$ cat src/rtl/keypad_pkg.sv
// Shared types and helpers for the 4x4 keypad scanner.
package keypad_pkg;

  typedef enum logic [1:0] {
    SCAN      = 2'd0,
    DEB_PRESS = 2'd1,
    HELD      = 2'd2
  } state_t;

  localparam logic [3:0] COL_RESET = 4'b0001;

  // One-hot (or multi-hot) to 2-bit index; the lowest set bit wins.
  function automatic logic [1:0] onehot_to_idx(input logic [3:0] v);
    logic [1:0] idx;
    idx = '0;
    for (int unsigned i = 4; i > 0; i--) begin
      if (v[i-1]) idx = 2'(i - 1);
    end
    return idx;
  endfunction

endpackage

$ cat src/rtl/sync2.sv
// Two-flop synchroniser for asynchronous level inputs.
module sync2 #(
  parameter int unsigned WIDTH = 1
) (
  input  logic             clk,
  input  logic             rst_n,
  input  logic [WIDTH-1:0] i_d,
  output logic [WIDTH-1:0] o_q
);

  logic [WIDTH-1:0] r_meta;
  logic [WIDTH-1:0] r_sync;

  // Two register stages to resolve metastability.
  always_ff @(posedge clk or negedge rst_n) begin
    if (!rst_n) begin
      r_meta <= '0;
      r_sync <= '0;
    end else begin
      r_meta <= i_d;
      r_sync <= r_meta;
    end
  end

  assign o_q = r_sync;

endmodule

$ cat src/rtl/keypad_scanner.sv
// 4x4 keypad column scanner with press/release debounce and one-shot key events.
module keypad_scanner
  import keypad_pkg::*;
#(
  parameter int unsigned SCAN_DIV     = 4,
  parameter int unsigned DEBOUNCE_CNT = 3
) (
  input  logic       clk,
  input  logic       rst_n,
  input  logic [3:0] row,
  output logic [3:0] col,
  output logic       key_valid,
  output logic [3:0] key_code,
  output logic       key_held
);

  localparam int unsigned TW = $clog2(SCAN_DIV);

  state_t          r_state;
  state_t          w_state_next;
  logic [TW-1:0]   r_tick_cnt;
  logic [3:0]      r_deb_cnt;
  logic [3:0]      w_deb_next;
  logic [1:0]      r_row_idx;
  logic [1:0]      r_col_idx;
  logic [3:0]      w_row_s;
  logic            w_tick;
  logic            w_any;
  logic            w_hit;
  logic            w_deb_done;
  logic            w_latch;
  logic            w_accept;
  logic            w_release;
  logic            w_rotate;
  logic [3:0]      w_code;

  sync2 #(.WIDTH(4)) u_row_sync (
    .clk   (clk),
    .rst_n (rst_n),
    .i_d   (row),
    .o_q   (w_row_s)
  );

  assign w_tick     = (r_tick_cnt == TW'(SCAN_DIV - 1));
  assign w_any      = |w_row_s;
  assign w_hit      = w_row_s[r_row_idx];
  assign w_deb_done = ((r_deb_cnt + 4'd1) == 4'(DEBOUNCE_CNT));

  // State register.
  always_ff @(posedge clk or negedge rst_n) begin
    if (!rst_n) r_state <= SCAN;
    else        r_state <= w_state_next;
  end

  // Next-state decision, evaluated only on scan ticks.
  always_comb begin
    w_state_next = r_state;
    if (w_tick) begin
      unique case (r_state)
        SCAN:      if (w_any) w_state_next = (DEBOUNCE_CNT == 1) ? HELD : DEB_PRESS;
        DEB_PRESS: if (!w_hit) w_state_next = SCAN;
                   else if (w_deb_done) w_state_next = HELD;
        HELD:      if (!w_hit && w_deb_done) w_state_next = SCAN;
        default:   w_state_next = SCAN;
      endcase
    end
  end

  // Action strobes and debounce counter update for the current state.
  // The single counter serves both the press and the release debounce; it is
  // zeroed on accept so the release count starts clean.
  always_comb begin
    w_latch    = 1'b0;
    w_accept   = 1'b0;
    w_release  = 1'b0;
    w_rotate   = 1'b0;
    w_deb_next = r_deb_cnt;
    w_code     = {r_row_idx, r_col_idx};
    if (r_state == SCAN) w_code = {onehot_to_idx(w_row_s), onehot_to_idx(col)};
    if (w_tick) begin
      unique case (r_state)
        SCAN: begin
          if (w_any) begin
            w_latch    = 1'b1;
            w_accept   = (DEBOUNCE_CNT == 1);
            w_deb_next = (DEBOUNCE_CNT == 1) ? 4'd0 : 4'd1;
          end else begin
            w_rotate = 1'b1;
          end
        end
        DEB_PRESS: begin
          if (w_hit) begin
            w_accept   = w_deb_done;
            w_deb_next = w_deb_done ? 4'd0 : r_deb_cnt + 4'd1;
          end else begin
            w_rotate   = 1'b1;
            w_deb_next = 4'd0;
          end
        end
        HELD: begin
          if (w_hit) begin
            w_deb_next = 4'd0;
          end else begin
            w_release  = w_deb_done;
            w_rotate   = w_deb_done;
            w_deb_next = w_deb_done ? 4'd0 : r_deb_cnt + 4'd1;
          end
        end
        default: w_deb_next = 4'd0;
      endcase
    end
  end

  // Datapath: dwell counter, column drive, latched key and registered outputs.
  always_ff @(posedge clk or negedge rst_n) begin
    if (!rst_n) begin
      r_tick_cnt <= '0;
      r_deb_cnt  <= '0;
      r_row_idx  <= '0;
      r_col_idx  <= '0;
      col        <= COL_RESET;
      key_valid  <= 1'b0;
      key_code   <= '0;
      key_held   <= 1'b0;
    end else begin
      r_tick_cnt <= (w_tick || w_rotate) ? '0 : r_tick_cnt + TW'(1);
      r_deb_cnt  <= w_deb_next;
      if (w_rotate) col <= {col[2:0], col[3]};
      if (w_latch) begin
        r_row_idx <= onehot_to_idx(w_row_s);
        r_col_idx <= onehot_to_idx(col);
      end
      key_valid <= w_accept;
      if (w_accept) key_code <= w_code;
      if (w_accept)       key_held <= 1'b1;
      else if (w_release) key_held <= 1'b0;
    end
  end

endmodule

$ cat config.mk
export PLATFORM = sky130hd
export DESIGN_NAME = keypad_scanner
export DESIGN_NICKNAME = d
export VERILOG_FILES = /design/src/rtl/keypad_pkg.sv /design/src/rtl/sync2.sv /design/src/rtl/keypad_scanner.sv
export SDC_FILE = /design/constraint.sdc
export NUM_CORES = 1
export LEC_CHECK = 0
export CAP_MARGIN = 10
export CORE_ASPECT_RATIO = 1.25
export CORE_MARGIN = 3
export CORE_UTILIZATION = 57
export CTS_BUF_LIST = sky130_fd_sc_hd__clkbuf_4
export DETAILED_ROUTE_END_ITERATION = 10
export GPL_TIMING_DRIVEN = 0
export HOLD_SLACK_MARGIN = 0.02
export MAX_ROUTING_LAYER = met4
export PLACE_DENSITY = 0.88
export SLEW_MARGIN = 20
export SYNTH_ARGS = -nofsm -noshare
export SYNTH_HDL_FRONTEND = slang
export SYNTH_SLANG_ARGS = --single-unit
$ cat constraint.sdc
create_clock -name clk -period 3.2 [get_ports clk]
set_clock_uncertainty 0.1 [all_clocks]
set_input_delay 0.48 -clock clk [delete_from_list [all_inputs] [get_ports clk]]
set_output_delay 0.48 -clock clk [all_outputs]
set_load 0.05 [all_outputs]
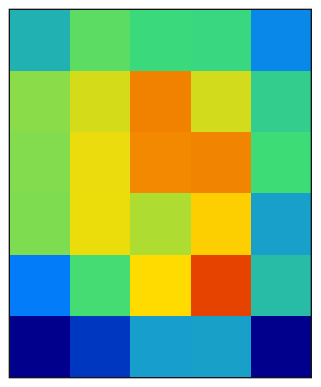
*Local utilization*
Scale: 6 px per um. 5 x 6 tiles, from dark blue (low) to red (high), 0 to 100% covered.
- nearly empty tiles: 6.7%
- mean over tiles: 53%
- tiles over 75% full: 20%
- fullest tile: 93%

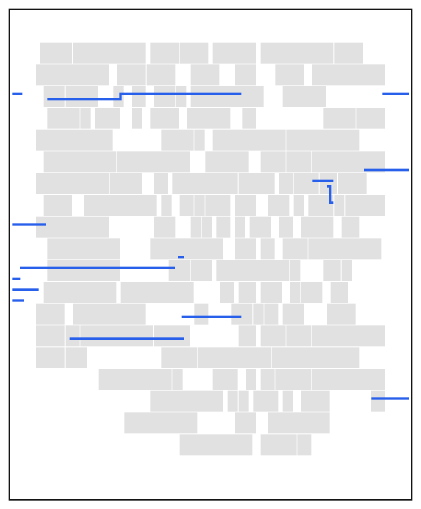
*M3 wires*
Scale: 8 px per um.
- wire length on this layer: 92.3 um
- longest straight run: 19.1 um
- main direction: horizontal
- nets with wire on the layer: 11
- share of all routed wire: 3.9%

==> flow_metrics.env <==
# flow metrics
export IMPL_vias=956
export IMPL_grt_pass1_vias=947
export IMPL_final_core_util_pct=73.0
export IMPL_r2r_slack_ns=0.81
export IMPL_drv_slew=0
export IMPL_synth_area_mm2=0.00139
export IMPL_critical_path_required_ns=3.32
export IMPL_topCombFamilyByArea="AND-OR/OR-AND gates"
export IMPL_dieArea_mm2=0.00306
export IMPL_fin_crit_sh_pct=74.7
export IMPL_dominantRegCellSynth="sky130_fd_sc_hd__dfrtp_1"
export IMPL_grt_busiest_layer="met2"
export IMPL_rsz0062_at_grt="no"
export IMPL_placedInstanceArea_mm2=0.00157
export IMPL_design_final_nets=144
export IMPL_clock_area_share_pct=4.71
export IMPL_antenna_left=0
export IMPL_post_dp_hpwl_um=1720
export IMPL_grt_met3_usage_pct=6.54
export IMPL_power_frac_comb_pct=26.1
export IMPL_yosys_top_cells_area="sky130_fd_sc_hd__dfrtp_1 (52%), sky130_fd_sc_hd__mux2_4 (4.3%), sky130_fd_sc_hd__ha_1 (3.6%)"
export IMPL_cts_path_max_buffers=2
export IMPL_synth_mux_area_fraction_pct=9.93
export IMPL_crit_buf_inv=1
export IMPL_layout_buffer_nonclock_area_share_pct=10.3
export IMPL_tritoncts="built"
export IMPL_pwr_group_clock_mw=0.289
export IMPL_share_seq_of_total_power_pct=45.9
export IMPL_path_cells="ha_1 > or4b_1 > o31ai_4 > and4_4 > buf_6 > mux2_4"
export IMPL_numCtsBuffers=5
export IMPL_worst_r2r_startpoint="r_deb_cnt[0]$_DFFE_PN0P_"
export IMPL_ys_seq_share_pct=54.2
export IMPL_portBuffers=15
export IMPL_p_sw_share_pct=31.7
export IMPL_top_level_ports=16
export IMPL_result_of_the_run="finished clean"
export IMPL_clock_tree_htree_level_count=2
export IMPL_sequential_share_of_cell_area_pct=45.6
export IMPL_timing_critical_path_depth=6
export IMPL_dp_slack_ns=0.820
export IMPL_fmax_mhz=418
export IMPL_detailroute_wirelength_met2_um=1200
export IMPL_syn_nets=122
export IMPL_drt_met1_wl_um=1040
export IMPL_antenna_cells_inserted=0
export IMPL_placementRows=19
export IMPL_synthTopCellsByCount="sky130_fd_sc_hd__dfrtp_1 (29), sky130_fd_sc_hd__nor2_1 (8), sky130_fd_sc_hd__nand2_1 (7)"
export IMPL_start_kind="register"
export IMPL_worst_setup_path_startpoint="r_deb_cnt[0]$_DFFE_PN0P_"
export IMPL_register_area_um2=752
export IMPL_ir_worst_vdd_v=0.000468
export IMPL_routedWlPerCell_um=14.4
export IMPL_warnings=28
export IMPL_synth_simple_area_share_pct=13.8
export IMPL_largest_area_cell="sky130_fd_sc_hd__dfrtp_1"
export IMPL_kind_of_cell_adding_the_most_delay_to_the_critical_path="simple AND/OR/NAND/NOR gates"
export IMPL_synth_compound_area_share_pct=15.6
export IMPL_power_top_group="registers"
export IMPL_average_cell_area_after_synthesis_um2=12.4
export IMPL_number_of_antenna_violations_at_the_first_check_in_global_routing=0
export IMPL_synth_async_sr_flop_share_pct=100
export IMPL_transition_time_of_the_tightest_slew_check_pin_ns=0.646
export IMPL_layout_non_clock_inverters=4
export IMPL_post_cts_resize_count=0
export IMPL_most_frequent_logic_cell_in_the_layout="sky130_fd_sc_hd__dfrtp_1"
export IMPL_worstSetupEndpointType="register"
export IMPL_final_hold_viol_count=0
export IMPL_detailroute_wirelength_met3_um=92
export IMPL_yosysTopAreaCellShare_pct=52.3
export IMPL_nWellTaps=31
export IMPL_topRoutingLayerUsed="met4"
export IMPL_timing_max_cap_violations=0
export IMPL_place_gp_congestion=0.785
export IMPL_cts_num_sinks=30
export IMPL_die_width_um=50.1
export IMPL_synth_edff_count=0
export IMPL_path_clk_slew_ns=0.09
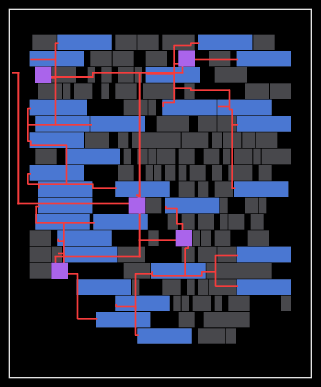
*Clock network drawn from the DEF*
Scale: 6 px per um.
- blue: flip-flops (count 30)
- red: clock wires (length 344 um)
- purple: clock drivers (count 5)
- flops lie: all over the die

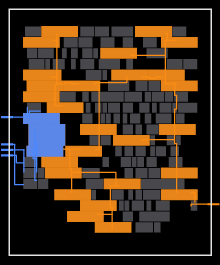
*Port wiring*
Scale: 4 px per um.
- orange: `rst_n` (bits 1; direction input; edge right; end cells 30; buffers 1; wire 193 um)
- blue: `row` (bits 4; direction input; edge left; end cells 4; buffers 4; wire 61.7 um)

